==> run_1/logic_types.png <==
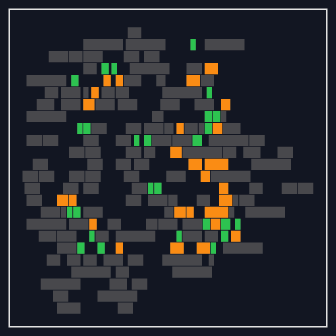
==> run_1/layer_met2.png <==
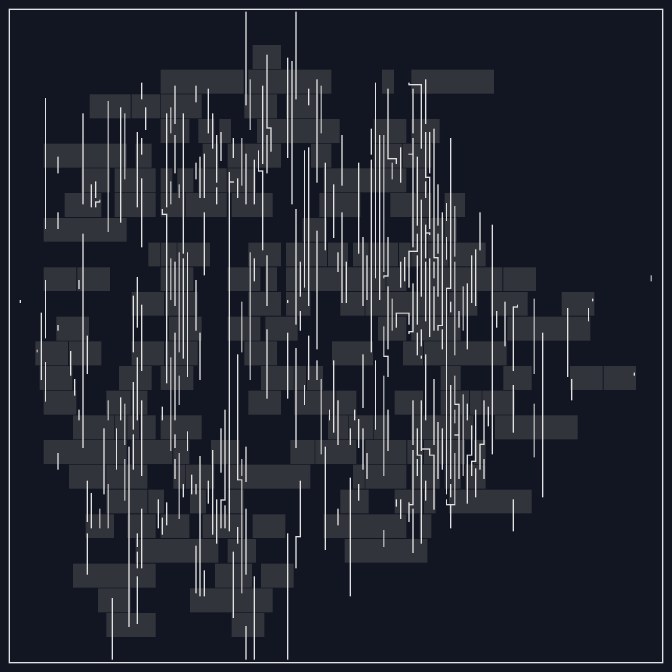
==> run_1/placement.png <==
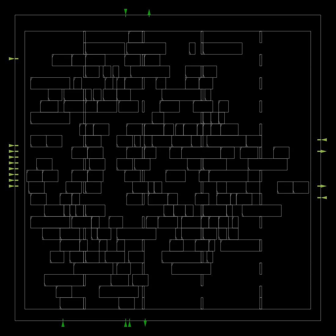
==> run_1/clk_routes.png <==
Bar = 20 um.
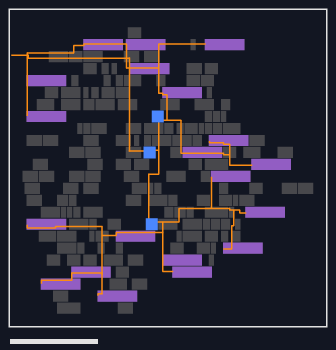
<file path="src/rtl/filt_mc_pkg.sv">
// Shared defaults and helpers for the multi-channel level filter.
// Optional edge pulses are enabled by defining FILT_MC_EDGE_EN.
package filt_mc_pkg;

    localparam int FILT_MC_LW = 4;
    localparam int FILT_MC_CH = 4;

    // A zero threshold is treated as one sample.
    function automatic logic [31:0] thr_clamp(input logic [31:0] t);
        return (t == 32'd0) ? 32'd1 : t;
    endfunction

endpackage

</file>
<file path="src/rtl/filt_mc_chan.sv">
// One filter channel: run-length debounce of i into a stable level y.
// Edge pulse outputs exist only when FILT_MC_EDGE_EN is defined.
module filt_mc_chan
    import filt_mc_pkg::*;
#(
    parameter int   LW   = FILT_MC_LW,
    parameter logic INIT = 1'b0
) (
    input  logic          clk,
    input  logic          rst_n,
    input  logic          tick,
    input  logic [LW-1:0] rise_len,
    input  logic [LW-1:0] fall_len,
    input  logic          i,
    output logic          y
`ifdef FILT_MC_EDGE_EN
    ,
    output logic          rise,
    output logic          fall
`endif
);

    logic [LW-1:0] cnt;
    logic [LW-1:0] thr;
    logic [LW:0]   nxt;
    logic          hit;

    // Threshold is chosen by the current level and compared live.
    always_comb begin
        thr = y ? fall_len : rise_len;
        nxt = {1'b0, cnt} + 1'b1;
        hit = 32'(nxt) >= thr_clamp(32'(thr));
    end

    always_ff @(posedge clk or negedge rst_n) begin
        if (!rst_n) begin
            y   <= INIT;
            cnt <= '0;
`ifdef FILT_MC_EDGE_EN
            rise <= 1'b0;
            fall <= 1'b0;
`endif
        end else begin
`ifdef FILT_MC_EDGE_EN
            rise <= 1'b0;
            fall <= 1'b0;
`endif
            if (tick) begin
                if (i == y) begin
                    cnt <= '0;
                end else if (hit) begin
                    y   <= ~y;
                    cnt <= '0;
`ifdef FILT_MC_EDGE_EN
                    rise <= ~y;
                    fall <= y;
`endif
                end else if (cnt != '1) begin
                    cnt <= cnt + 1'b1;
                end
            end
        end
    end

endmodule

</file>
<file path="src/rtl/filt_mc.sv">
// Multi-channel glitch filter top: CH independent filt_mc_chan instances.
// Define FILT_MC_EDGE_EN to add registered rise/fall pulse outputs.
module filt_mc
    import filt_mc_pkg::*;
#(
    parameter int   CH   = FILT_MC_CH,
    parameter int   LW   = FILT_MC_LW,
    parameter logic INIT = 1'b0
) (
    input  logic          clk,
    input  logic          rst_n,
    input  logic          tick,
    input  logic [LW-1:0] rise_len,
    input  logic [LW-1:0] fall_len,
    input  logic [CH-1:0] i,
    output logic [CH-1:0] y
`ifdef FILT_MC_EDGE_EN
    ,
    output logic [CH-1:0] rise,
    output logic [CH-1:0] fall
`endif
);

    for (genvar c = 0; c < CH; c++) begin : g_ch
        filt_mc_chan #(
            .LW   (LW),
            .INIT (INIT)
        ) u_chan (
            .clk      (clk),
            .rst_n    (rst_n),
            .tick     (tick),
            .rise_len (rise_len),
            .fall_len (fall_len),
            .i        (i[c]),
            .y        (y[c])
`ifdef FILT_MC_EDGE_EN
            ,
            .rise     (rise[c]),
            .fall     (fall[c])
`endif
        );
    end

endmodule
</file>
<file path="config.mk">
export PLATFORM = sky130hd
export DESIGN_NAME = filt_mc
export DESIGN_NICKNAME = d
export VERILOG_FILES = /design/src/rtl/filt_mc_pkg.sv /design/src/rtl/filt_mc_chan.sv /design/src/rtl/filt_mc.sv
export SDC_FILE = /design/constraint.sdc
export NUM_CORES = 1
export LEC_CHECK = 0
export CAP_MARGIN = 30
export CORE_MARGIN = 2
export CORE_UTILIZATION = 35
export CTS_BUF_LIST = sky130_fd_sc_hd__clkbuf_4
export DETAILED_ROUTE_END_ITERATION = 10
export GPL_ROUTABILITY_DRIVEN = 0
export PLACE_DENSITY = 0.58
export SLEW_MARGIN = 15
export SYNTH_ARGS = -nofsm -noshare
export SYNTH_HDL_FRONTEND = slang
export SYNTH_SLANG_ARGS = --single-unit
export TNS_END_PERCENT = 5
</file>
<file path="constraint.sdc">
create_clock -name clk -period 3.5 [get_ports clk]
set_clock_uncertainty 0.1 [all_clocks]
set_input_delay 0.7 -clock clk [delete_from_list [all_inputs] [get_ports clk]]
set_output_delay 0.7 -clock clk [all_outputs]
set_load 0.005 [all_outputs]
</file>
==> flow_summary.html, run 1 <==
<p>Metrics extracted from the flow reports.</p>
<table>
<tr><th>Metric</th><th>Value</th></tr>
<tr><th colspan="2">Placed design</th></tr>
<tr><td>Dpl ws</td><td>0.603 ns</td></tr>
<tr><td>Detailed placer's ending HPWL</td><td>2650 um</td></tr>
<tr><td>Quantity of I/O buffers inserted on ports</td><td>18</td></tr>
<tr><th colspan="2">Min path</th></tr>
<tr><td>Number of cells on the worst hold path</td><td>1</td></tr>
<tr><td>Worst Min Path Start</td><td>g_ch[2].u_chan.cnt[1]</td></tr>
<tr><td>Worst min-delay path category</td><td>reg2reg</td></tr>
<tr><th colspan="2">Synthesis</th></tr>
<tr><td>Syn Area/Cell</td><td>10.2 um^2</td></tr>
<tr><td>Compound-cell area share of the yosys netlist</td><td>15.1%</td></tr>
<tr><td>Top-area cell type share of the netlist area</td><td>31.1%</td></tr>
<tr><td>Xor/xnor share of the synthesized area</td><td>6.53%</td></tr>
<tr><td>Multiplexer fraction of the synthesized cell area</td><td>15.4%</td></tr>
<tr><td>Asr flop ratio synth</td><td>100%</td></tr>
<tr><td>Main logic family</td><td>adder cells</td></tr>
<tr><td>Count of flip-flops with a built-in enable after synthesis</td><td>0</td></tr>
<tr><td>Leading cell types by count after synthesis</td><td>dfrtp_1, ha_1, mux2i_1</td></tr>
<tr><td>Adder Area Share</td><td>15.6%</td></tr>
<tr><td>Netlist area before placement</td><td>1610 um^2</td></tr>
<tr><td>Synthesis-stage register bit count</td><td>20</td></tr>
<tr><td>Seq share, synth</td><td>31.1%</td></tr>
<tr><td>Synth top area cells</td><td>dfrtp_1, ha_1, mux2i_1</td></tr>
<tr><td>Ys cells</td><td>157</td></tr>
<tr><th colspan="2">Die</th></tr>
<tr><td>Standard-cell rows</td><td>24</td></tr>
<tr><td>Initial standard-cell utilization of the core</td><td>36.7%</td></tr>
<tr><td>IO Count</td><td>19</td></tr>
<tr><td>Overall chip area</td><td>5160 um^2</td></tr>
<tr><td>Chip Width</td><td>71.8 um</td></tr>
<tr><td>Core Footprint</td><td>4380 um^2</td></tr>
<tr><th colspan="2">Clock tree</th></tr>
<tr><td>Post-CTS setup buffer count</td><td>0</td></tr>
<tr><td>Post-cts repair resize count</td><td>0</td></tr>
<tr><td>Clock transition time at the flip-flop clock pins of the worst setup and hold paths</td><td>0.12 ns</td></tr>
<tr><td>Clock Tree Buf Depth</td><td>2</td></tr>
<tr><td>CTS H-Tree Depth</td><td>1</td></tr>
<tr><td>Root buf cell</td><td>clkbuf_4</td></tr>
<tr><td>Total CTS buffers</td><td>3</td></tr>
<tr><th colspan="2">Cells and area</th></tr>
<tr><td>NonClk Buf Share</td><td>10.7%</td></tr>
<tr><td>Count of buffers not belonging to the clock network in the layout</td><td>19</td></tr>
<tr><td>Combinational gate area</td><td>1020 um^2</td></tr>
<tr><td>Fraction of layout instances using a drive strength above 1</td><td>8.88%</td></tr>
<tr><td>Number of multi-input combinational cells</td><td>122</td></tr>
<tr><td>Biggest area consumer among cell classes</td><td>logic gates</td></tr>
<tr><td>Ant. Diodes</td><td>0</td></tr>
<tr><td>Non-clock inverter count</td><td>5</td></tr>
<tr><td>Portion of the layout cell area used by clock cells</td><td>1.23%</td></tr>
<tr><th colspan="2">Global route</th></tr>
<tr><td>Layer with the highest usage</td><td>met2</td></tr>
<tr><td>Via count of the first global-routing pass</td><td>1358</td></tr>
<tr><td>Met1 Resource Use GR</td><td>18.4%</td></tr>
<tr><td>Initial antenna violation count</td><td>0</td></tr>
<tr><td>Wire length of the first global-routing pass</td><td>6150 um</td></tr>
<tr><th colspan="2">Detailed routing</th></tr>
<tr><td>Met1 WL</td><td>1640 um</td></tr>
<tr><td>Number of design-rule violations left by the first detailed-router iteration</td><td>59</td></tr>
<tr><td>Detailed-routing iteration count for the pre-antenna-repair pass</td><td>4</td></tr>
<tr><td>DR WL met3</td><td>86 um</td></tr>
<tr><td>Antenna-violating nets left</td><td>0</td></tr>
<tr><td>DRC violation count after routing</td><td>0</td></tr>
<tr><td>Top routing layer in use</td><td>met4</td></tr>
<tr><th colspan="2">Critical path</th></tr>
<tr><td>CP cell instances</td><td>clkdlybuf4s50_1, mux2i_1, nand3_1, nand2_1, ha_1, and3_1, o21ai_1, a31oi_1, mux2_2</td></tr>
<tr><td>Worst reg-to-reg setup slack</td><td>1.14 ns</td></tr>
<tr><td>CP max stage delay</td><td>0.47 ns</td></tr>
<tr><td>Largest fanout on the critical path</td><td>4</td></tr>
<tr><td>Worst setup path endpoint</td><td>g_ch[2].u_chan.y</td></tr>
<tr><td>Worst EP required</td><td>3.60 ns</td></tr>
<tr><th colspan="2">STA</th></tr>
<tr><td>Post-layout period usage of the worst path</td><td>73.9%</td></tr>
<tr><td>Total negative setup slack</td><td>0 ns</td></tr>
<tr><td>Slew of the pin with the lowest slew margin</td><td>0.494 ns</td></tr>
<tr><td>Final count of pins violating max slew</td><td>0</td></tr>
<tr><td>Highest clock rate</td><td>387 MHz</td></tr>
<tr><td>Setup slack of the critical path after layout</td><td>0.913 ns</td></tr>
<tr><td>Slew headroom</td><td>67.0%</td></tr>
<tr><th colspan="2">Power</th></tr>
<tr><td>Max IR drop VDD</td><td>0.253 mV</td></tr>
<tr><td>Power dissipated in sequential cells</td><td>425 uW</td></tr>
<tr><td>Leak</td><td>0.836 nW</td></tr>
<tr><td>Sequential share of power</td><td>35.0%</td></tr>
<tr><td>Proportion of total power due to net switching</td><td>42.2%</td></tr>
<tr><th colspan="2">Run</th></tr>
<tr><td>Total tool warning count</td><td>26</td></tr>
<tr><th colspan="2">Run status</th></tr>
<tr><td>Run status</td><td>completed</td></tr>
</table>
Notes on logic_types.png above:
legend:
  orange:
    family: inverting AOI/OAI gates
    cells: 26
  green:
    family: NAND gates
    cells: 26
    most_used: nand3_1

Notes on layer_met2.png above:
longest straight run: 39.4 um
share of all routed wire: 49%
final routed wirelength across all metal layers: 3430 um
met2 usage: 26.0%
number of vias after detailed routing: 1248

Notes on placement.png above:
Flop Count: 20
filler cell count: 423
fraction of standard cell area that is sequential: 27.4%
well-tap cell count: 52

Notes on clk_routes.png above:
legend:
  orange:
    item: clock wires
    length: 322 um
  blue:
    item: clock drivers
    count: 3
  purple:
    item: flip-flops
    count: 20
routed clock nets: 4
part of the total power dissipated in the clock network: 9.5%
clock latency on the worst-skew pair: 0.30 ns
P_clk: 115 uW

run 1: metrics by stage:
stage          cells  total power, mW  hold slack (ns)  utilization, %  area [um^2]
2_1_floorplan    157            0.962            0.304               -         1610
3_3_place_gp     217             1.07            0.410            40.8         1790
3_5_place_dp     217             1.10            0.418            40.8         1790
4_1_cts          220             1.23            0.447            41.3         1810
5_1_grt          221             1.35            0.469            41.6         1820
6_report         221             1.21            0.444            41.6         1820
run 1: flip-flops by register name, indices dropped and copies added, names as in the netlist:
signal,cells
g_ch.u_chan.cnt,16
g_ch.u_chan.y,4
run 1: critical path, delay by kind of cell:
kind,cells,cell delay (ns)
compound gates,2,0.40
fa+ha+maj,1,0.22
buf+inv,1,0.47
mux,2,0.56
simple gates,3,0.34
## Run 2: what changed since run 1
==> constraint.sdc (replaced) <==
create_clock -name clk -period 2.5 [get_ports clk]
set_clock_uncertainty 0.1 [all_clocks]
set_input_delay 0.5 -clock clk [delete_from_list [all_inputs] [get_ports clk]]
set_output_delay 0.5 -clock clk [all_outputs]
set_load 0.005 [all_outputs]
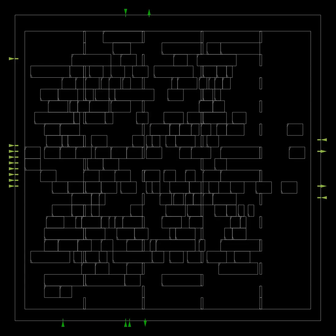
(run_2/placement.png)
fraction of standard cell area that is sequential: 26.5%
utilization after layout: 43.2%
non-filler instance count after layout: 231
Core Footprint: 4380 um^2
filler cell count: 421

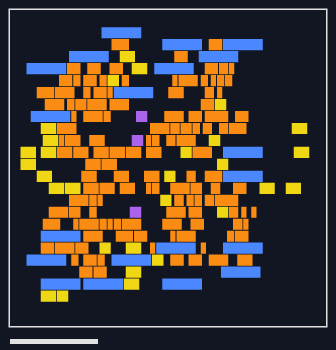
(run_2/placement_by_type.png)
Bar = 20 um.
legend:
  orange:
    class: combinational and other logic
    cells: 127
    share_of_their_area: 57%
  blue:
    class: flops
    cells: 20
    share_of_their_area: 27%
  purple:
    class: clock drivers
    cells: 3
    share_of_their_area: 1.2%
  yellow:
    class: other buffers and delay cells
    cells: 29
    share_of_their_area: 14%

==> flow_summary.html, run 2 <==
<p>Metrics extracted from the flow reports.</p>
<table>
<tr><th>Metric</th><th>Value</th></tr>
<tr><th colspan="2">Run status</th></tr>
<tr><td>Run status</td><td>completed</td></tr>
<tr><th colspan="2">Power</th></tr>
<tr><td>Total power consumption of the routed design</td><td>1.76 mW</td></tr>
<tr><td>Max IR drop VDD</td><td>0.362 mV</td></tr>
<tr><td>Leak</td><td>0.880 nW</td></tr>
<tr><td>Proportion of total power due to net switching</td><td>40.3%</td></tr>
<tr><td>P_clk</td><td>156 uW</td></tr>
<tr><td>Power dissipated in sequential cells</td><td>589 uW</td></tr>
<tr><td>Sequential share of power</td><td>33.5%</td></tr>
<tr><th colspan="2">STA</th></tr>
<tr><td>Total negative setup slack</td><td>0 ns</td></tr>
<tr><td>Post-layout period usage of the worst path</td><td>90.8%</td></tr>
<tr><td>Slew headroom</td><td>76.5%</td></tr>
<tr><td>Final count of pins violating max slew</td><td>0</td></tr>
<tr><td>Highest clock rate</td><td>441 MHz</td></tr>
<tr><td>Final Hold Slack</td><td>0.428 ns</td></tr>
<tr><td>Setup slack of the critical path after layout</td><td>0.230 ns</td></tr>
<tr><td>Slew of the pin with the lowest slew margin</td><td>0.352 ns</td></tr>
<tr><th colspan="2">Cells and area</th></tr>
<tr><td>Non-clock inverter count</td><td>5</td></tr>
<tr><td>Ant. Diodes</td><td>0</td></tr>
<tr><td>NonClk Buf Share</td><td>13.9%</td></tr>
<tr><td>Combinational gate area</td><td>1020 um^2</td></tr>
<tr><td>Biggest area consumer among cell classes</td><td>logic gates</td></tr>
<tr><td>Portion of the layout cell area used by clock cells</td><td>1.19%</td></tr>
<tr><td>Number of multi-input combinational cells</td><td>122</td></tr>
<tr><td>Max FFs per register</td><td>16</td></tr>
<tr><td>Flop Count</td><td>20</td></tr>
<tr><td>Registers with the most flip-flops</td><td>g_ch.u_chan.cnt (16), g_ch.u_chan.y (4)</td></tr>
<tr><td>Fraction of layout instances using a drive strength above 1</td><td>14.0%</td></tr>
<tr><th colspan="2">Detailed routing</th></tr>
<tr><td>Met1 WL</td><td>1540 um</td></tr>
<tr><td>DRC violation count after routing</td><td>0</td></tr>
<tr><td>Detailed-routing iteration count for the pre-antenna-repair pass</td><td>4</td></tr>
<tr><td>Number of design-rule violations left by the first detailed-router iteration</td><td>59</td></tr>
<tr><td>DR WL met3</td><td>105 um</td></tr>
<tr><td>Top routing layer in use</td><td>met4</td></tr>
<tr><td>Antenna-violating nets left</td><td>0</td></tr>
<tr><th colspan="2">Global route</th></tr>
<tr><td>Wire length of the first global-routing pass</td><td>5660 um</td></tr>
<tr><td>Initial antenna violation count</td><td>0</td></tr>
<tr><td>Layer with the highest usage</td><td>met2</td></tr>
<tr><th colspan="2">Synthesis</th></tr>
<tr><td>Top-area cell type share of the netlist area</td><td>31.1%</td></tr>
<tr><td>Leading cell types by count after synthesis</td><td>dfrtp_1, ha_1, mux2i_1</td></tr>
<tr><td>Seq share, synth</td><td>31.1%</td></tr>
<tr><td>Netlist area before placement</td><td>1610 um^2</td></tr>
<tr><td>Synth top area cells</td><td>dfrtp_1, ha_1, mux2i_1</td></tr>
<tr><td>Ys cells</td><td>157</td></tr>
<tr><td>Syn Area/Cell</td><td>10.2 um^2</td></tr>
<tr><td>Count of flip-flops with a built-in enable after synthesis</td><td>0</td></tr>
<tr><td>Synthesis-stage register bit count</td><td>20</td></tr>
<tr><th colspan="2">Critical path</th></tr>
<tr><td>Worst EP required</td><td>2.60 ns</td></tr>
<tr><td>Worst reg-to-reg setup slack</td><td>0.28 ns</td></tr>
<tr><td>Worst setup path endpoint</td><td>g_ch[0].u_chan.y</td></tr>
<tr><td>Arrival time worst endpoint</td><td>2.37 ns</td></tr>
<tr><td>Largest fanout on the critical path</td><td>4</td></tr>
<tr><th colspan="2">Clock tree</th></tr>
<tr><td>Post-CTS setup buffer count</td><td>0</td></tr>
<tr><td>Clock transition time at the flip-flop clock pins of the worst setup and hold paths</td><td>0.12 ns</td></tr>
<tr><td>Total CTS buffers</td><td>3</td></tr>
<tr><td>Post-cts repair resize count</td><td>0</td></tr>
<tr><td>CTS H-Tree Depth</td><td>1</td></tr>
<tr><td>Clock Tree Buf Depth</td><td>2</td></tr>
<tr><td>Root buf cell</td><td>clkbuf_4</td></tr>
<tr><td>Clock latency on the worst-skew pair</td><td>0.30 ns</td></tr>
<tr><th colspan="2">Placed design</th></tr>
<tr><td>Standard cell area after detailed placement</td><td>1870 um^2</td></tr>
<tr><td>Dpl ws</td><td>-0.100 ns</td></tr>
<tr><td>Detailed placer's ending HPWL</td><td>2570 um</td></tr>
<tr><th colspan="2">Min path</th></tr>
<tr><td>Worst min-delay path category</td><td>in2async</td></tr>
<tr><th colspan="2">Die</th></tr>
<tr><td>Chip Width</td><td>71.8 um</td></tr>
<tr><td>DIE HEIGHT</td><td>71.8 um</td></tr>
<tr><td>Standard-cell rows</td><td>24</td></tr>
<tr><td>Initial standard-cell utilization of the core</td><td>36.7%</td></tr>
<tr><th colspan="2">Run</th></tr>
<tr><td>Total tool warning count</td><td>26</td></tr>
</table>
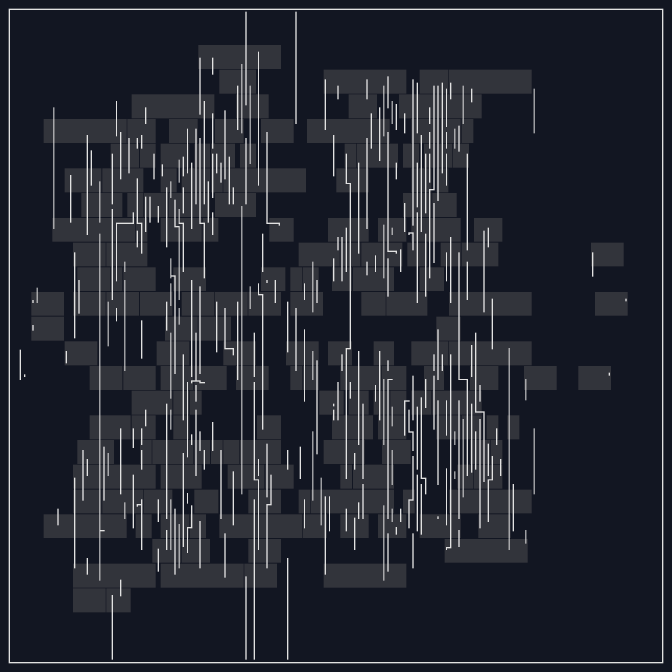
(run_2/layer_met2.png)
main direction: vertical
longest straight run: 38.1 um
number of vias after detailed routing: 1260
met2 usage: 23.7%
final routed wirelength across all metal layers: 3210 um

run 2: cell types whose count changed in the layout (fill, tap and decap cells not counted), sizes merged:
cell and change:
buf +10
run 2: worst max-delay path, stage by stage:
cell and delay [ns]:
clkdlybuf4s50_1 0.48, mux2i_1 0.23, nand3_1 0.11, nand2_1 0.07, ha_1 0.22, nor2_1 0.10, a21oi_1 0.10, o21ai_0 0.20
mux2_2 0.35
run 2: logic make-up after synthesis:
kind of cell	after synthesis	share of synthesized area (%)
AND/OR/NAND/NOR	34	11.0
AND-OR/OR-AND	32	15.1
multiplexers	24	15.4
adder cells (fa/ha/maj)	20	15.6
flip-flops	20	31.1
buffers and inverters	15	5.36
XOR/XNOR	12	6.53
Power is estimated from default activity; no workload was simulated.
